$ cat src/rtl/y_arb_mux_if.sv
// Handshake bundle between requesting channels, the y_arb_mux arbiter and its downstream consumer.
// The slave modport is the arbiter's view; master is the surrounding environment.
interface y_arb_mux_if #(
  parameter int SIZE     = 32,
  parameter int CHANNELS = 4
);
  localparam int CHAN_W = (CHANNELS > 1) ? $clog2(CHANNELS) : 1;

  logic                       mode;
  logic [CHANNELS-1:0]        in_valid;
  logic [CHANNELS*SIZE-1:0]   in_data;
  logic [CHANNELS-1:0]        in_ready;
  logic                       out_valid;
  logic [SIZE-1:0]            out_data;
  logic [CHAN_W-1:0]          out_chan;
  logic                       out_ready;

  modport slave (
    input  mode,
    input  in_valid,
    input  in_data,
    output in_ready,
    output out_valid,
    output out_data,
    output out_chan,
    input  out_ready
  );

  modport master (
    output mode,
    output in_valid,
    output in_data,
    input  in_ready,
    input  out_valid,
    input  out_data,
    input  out_chan,
    output out_ready
  );
endinterface

$ cat src/rtl/y_arb_mux.sv
// N-to-1 arbitrating multiplexer with a single registered output stage.
// Round-robin or fixed-priority grant, one beat per cycle when downstream keeps accepting.
module y_arb_mux #(
  parameter int SIZE     = 32,
  parameter int CHANNELS = 4
) (
  input  logic          clk,
  input  logic          rst_n,
  y_arb_mux_if.slave    bus
);
  localparam int CHAN_W = (CHANNELS > 1) ? $clog2(CHANNELS) : 1;
  localparam logic [CHAN_W-1:0] PTR_RST = CHAN_W'(CHANNELS - 1);

  logic                  out_valid_r;
  logic [SIZE-1:0]       out_data_r;
  logic [CHAN_W-1:0]     out_chan_r;
  logic [CHAN_W-1:0]     ptr_r;

  logic                  ld_s;
  logic [CHANNELS-1:0]   gnt_s;
  logic [CHAN_W-1:0]     gnt_idx_s;
  logic [SIZE-1:0]       gnt_data_s;
  logic [CHANNELS-1:0]   in_ready_s;
  logic                  xfer_s;

  // Search starts just after the last winner and wraps modulo CHANNELS, so the
  // pointer never indexes past the last channel even for non-power-of-two counts.
  function automatic logic [CHANNELS-1:0] rr_pick(
    input logic [CHANNELS-1:0] req,
    input logic [CHAN_W-1:0]   last
  );
    logic [CHANNELS-1:0] gnt;
    logic                found;
    logic [CHAN_W-1:0]   sel;
    gnt   = '0;
    found = 1'b0;
    for (int k = 1; k <= CHANNELS; k++) begin
      sel = CHAN_W'((int'(last) + k) % CHANNELS);
      if (!found && req[sel]) begin
        gnt[sel] = 1'b1;
        found    = 1'b1;
      end
    end
    return gnt;
  endfunction

  function automatic logic [CHANNELS-1:0] fp_pick(input logic [CHANNELS-1:0] req);
    logic [CHANNELS-1:0] gnt;
    logic                found;
    gnt   = '0;
    found = 1'b0;
    for (int k = 0; k < CHANNELS; k++) begin
      if (!found && req[k]) begin
        gnt[k] = 1'b1;
        found  = 1'b1;
      end
    end
    return gnt;
  endfunction

  // Grant selection, load enable, accept strobes and the granted channel's data.
  always_comb begin
    ld_s       = !out_valid_r || bus.out_ready;
    gnt_s      = '0;
    gnt_idx_s  = '0;
    gnt_data_s = '0;
    in_ready_s = '0;
    if (bus.mode) begin
      gnt_s = fp_pick(bus.in_valid);
    end else begin
      gnt_s = rr_pick(bus.in_valid, ptr_r);
    end
    for (int i = 0; i < CHANNELS; i++) begin
      gnt_idx_s  = gnt_idx_s | (gnt_s[i] ? CHAN_W'(i) : '0);
      gnt_data_s = gnt_data_s | ({SIZE{gnt_s[i]}} & bus.in_data[i*SIZE +: SIZE]);
    end
    // Gating with rst_n keeps the accepts low during reset without waiting for a clock.
    if (ld_s && rst_n) begin
      in_ready_s = gnt_s;
    end else begin
      in_ready_s = '0;
    end
    xfer_s = |(in_ready_s & bus.in_valid);
  end

  // Output register and round-robin pointer; reload on transfer, drain when idle.
  always_ff @(posedge clk or negedge rst_n) begin
    if (!rst_n) begin
      out_valid_r <= 1'b0;
      out_data_r  <= '0;
      out_chan_r  <= '0;
      ptr_r       <= PTR_RST;
    end else if (ld_s) begin
      if (xfer_s) begin
        out_valid_r <= 1'b1;
        out_data_r  <= gnt_data_s;
        out_chan_r  <= gnt_idx_s;
        ptr_r       <= gnt_idx_s;
      end else begin
        out_valid_r <= 1'b0;
      end
    end else begin
      out_valid_r <= out_valid_r;
    end
  end

  assign bus.in_ready  = in_ready_s;
  assign bus.out_valid = out_valid_r;
  assign bus.out_data  = out_data_r;
  assign bus.out_chan  = out_chan_r;

endmodule

$ cat src/flat_wrapper.sv
// flat-port wrapper written by rule: the top's interface ports become plain ports
module y_arb_mux_flat 
#(
  parameter int SIZE     = 32,
  parameter int CHANNELS = 4
)
  (clk, rst_n, bus_mode, bus_in_valid, bus_in_data, bus_in_ready, bus_out_valid, bus_out_data, bus_out_chan, bus_out_ready);
  y_arb_mux_if #(.SIZE(SIZE), .CHANNELS(CHANNELS)) bus_i ();
  input  logic clk;
  input  logic rst_n;
  input wire logic [$bits(bus_i.mode)-1:0] bus_mode;
  input wire logic [$bits(bus_i.in_valid)-1:0] bus_in_valid;
  input wire logic [$bits(bus_i.in_data)-1:0] bus_in_data;
  output wire logic [$bits(bus_i.in_ready)-1:0] bus_in_ready;
  output wire logic [$bits(bus_i.out_valid)-1:0] bus_out_valid;
  output wire logic [$bits(bus_i.out_data)-1:0] bus_out_data;
  output wire logic [$bits(bus_i.out_chan)-1:0] bus_out_chan;
  input wire logic [$bits(bus_i.out_ready)-1:0] bus_out_ready;
  assign bus_i.mode = bus_mode;
  assign bus_i.in_valid = bus_in_valid;
  assign bus_i.in_data = bus_in_data;
  assign bus_in_ready = bus_i.in_ready;
  assign bus_out_valid = bus_i.out_valid;
  assign bus_out_data = bus_i.out_data;
  assign bus_out_chan = bus_i.out_chan;
  assign bus_i.out_ready = bus_out_ready;
  y_arb_mux #(.SIZE(SIZE), .CHANNELS(CHANNELS)) u_core (.clk(clk), .rst_n(rst_n), .bus(bus_i));
endmodule
$ cat config.mk
export PLATFORM = sky130hd
export DESIGN_NAME = y_arb_mux_flat
export DESIGN_NICKNAME = d
export VERILOG_FILES = /design/src/rtl/y_arb_mux_if.sv /design/src/rtl/y_arb_mux.sv /design/src/flat_wrapper.sv
export SDC_FILE = /design/constraint.sdc
export NUM_CORES = 1
export LEC_CHECK = 0
export CORE_ASPECT_RATIO = 1.75
export CORE_UTILIZATION = 44
export CTS_BUF_LIST = sky130_fd_sc_hd__clkbuf_8
export CTS_CLUSTER_DIAMETER = 100
export DETAILED_ROUTE_END_ITERATION = 10
export PLACE_DENSITY = 0.85
export RECOVER_POWER = 50
export SLEW_MARGIN = 10
export SYNTH_ARGS = -nofsm -noshare
export SYNTH_HDL_FRONTEND = slang
export SYNTH_SLANG_ARGS = --single-unit
$ cat constraint.sdc
create_clock -name clk -period 5.2 [get_ports clk]
set_input_delay 0.52 -clock clk [delete_from_list [all_inputs] [get_ports clk]]
set_output_delay 0.52 -clock clk [all_outputs]
set_load 0.01 [all_outputs]
==> flow_summary_export.csv <==
group,metric,value,unit
final_timing,maxSlewViolCount,39,
clock_tree,cts.repair.resized,0,
power,clkPwrFrac,0.110,
layout,drive_gt1_frac,0.0513,
synthesis,synth_warnings,0,
power,peakVddDrop,0.310,mV
worst_setup_path,cpPeakStageDelay,670,ps
die,rows,41,
clock_tree,cts_root_buf,"clkbuf_8",
power,clk-power,261,uW
final_timing,fin_tns_setup,0,ps
worst_setup_path,ff2ff_setup_slack,1160,ps
synthesis,yosys_cells,408,
synthesis,fp_nets,552,
routing,vias,3905,
worst_setup_path,crit_path_max_fanout,18,
layout,layout_top_cells,"clkdlybuf4s50_1, inv_1, a31oi_1, mux2i_1, dfrtp_1",
routing,drt_wl_total,12.3,mm
synthesis,netlist_area,0.00333,mm^2
routing,viasPerCell,6.00,
status,violations,"capacitance limit, slew limit",
layout,largestClassByArea,"non-clock buffers",
worst_setup_path,reg2reg_from,"u_core.ptr_r[0]",
clock_tree,clkTransAtPathRegs,70,ps
placed_design,hpwl,8.92,mm
worst_setup_path,crit_arrival,3900,ps
routing,wl_per_cell,18.9,um
synthesis,topCellsByArea,"dfrtp_1, inv_1, a31oi_1, mux2i_1, a2111oi_0",
global_routing,antenna_found_initial,0,
final_timing,max_slew_margin,-0.322,
routing,dr_wl_met3,863,um
layout,area_growth,55.9,%
worst_setup_path,critical_path.cell_chain,"inv_1 > ha_1 > mux4_2 > a21oi_1 > a221o_1 > buf_4 > a31oi_1 > clkdlybuf4s50_1",
synthesis,ff_type,"dfrtp_1",
worst_setup_path,startpoint,"u_core.ptr_r[0]",
global_routing,grt-ovfl-total,0,
clock_tree,clock_sinks,37,
routing,first_pass_iters,5,
layout,comb_area,0.00179,mm^2
final_timing,fin_crit_sh,0.849,
min_path,min_path_cells,2,
layout,comb_area_share,0.345,
final_timing,worstMarginPinSlew,1980,ps
routing,met2WireLength,6.31,mm
layout,layout_top_cell,"clkdlybuf4s50_1",
status,status,"finished, violations left",
layout,bufAreaShareNonClock,0.350,
final_timing,finalSetupViolCount,0,
synthesis,synth.distinct_cells,34,
placed_design,dpl_cell_area,0.00507,mm^2
min_path,whs_endpoint,"u_core.bus.out_chan[1]",
clock_tree,htree_levels,2,
power,pg_comb,1.57,mW
die,fp_util,0.457,
routing,drt-met1-wl,4.50,mm
final_timing,final-hold-violation-count,0,
global_routing,grt_pass1_vias,3876,
worst_setup_path,crit_path_end_kind,"primary output",
die,fp.dieH,117,um
synthesis,logic_family,"AND-OR/OR-AND gates",
synthesis,ys_seq_share,0.279,
synthesis,simple_gate_area_frac,0.0379,
worst_setup_path,cp-start-kind,"flip-flop",
power,seq-power,554,uW
layout,largest_reg_flops,32,
power,p_int,1.33,mW
final_timing,rsz0062_at_grt,"false",
job,cap_violations,1,
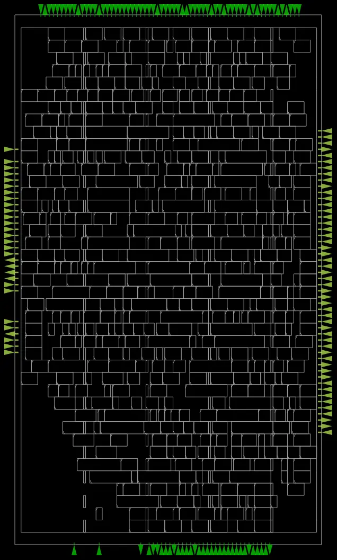
Figure 1: placed standard cells.
core area: 0.00728 mm^2
tap cell count: 86
Final Non-Filler Cells: 651

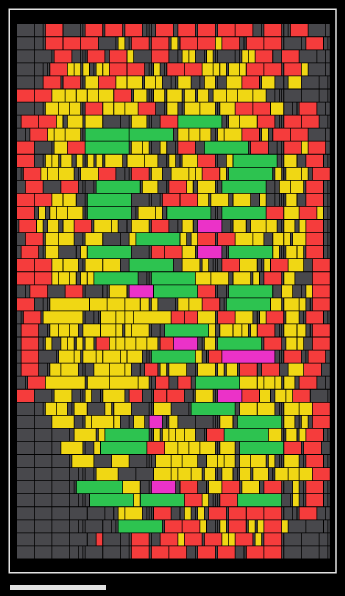
Figure 2: placement by cell class.
Bar = 20 um. Fill, decap, tap and diode cells in gray.
[remaining logic cells] yellow | cells: 335
[registers] green | cells: 37
[clock drivers and dummy loads] magenta | cells: 8
[remaining buffers and delay cells] red | cells: 185
Final Instance Area: 0.00519 mm^2
flop share of the area: 0.179

Power and IR drop assume default switching activity.
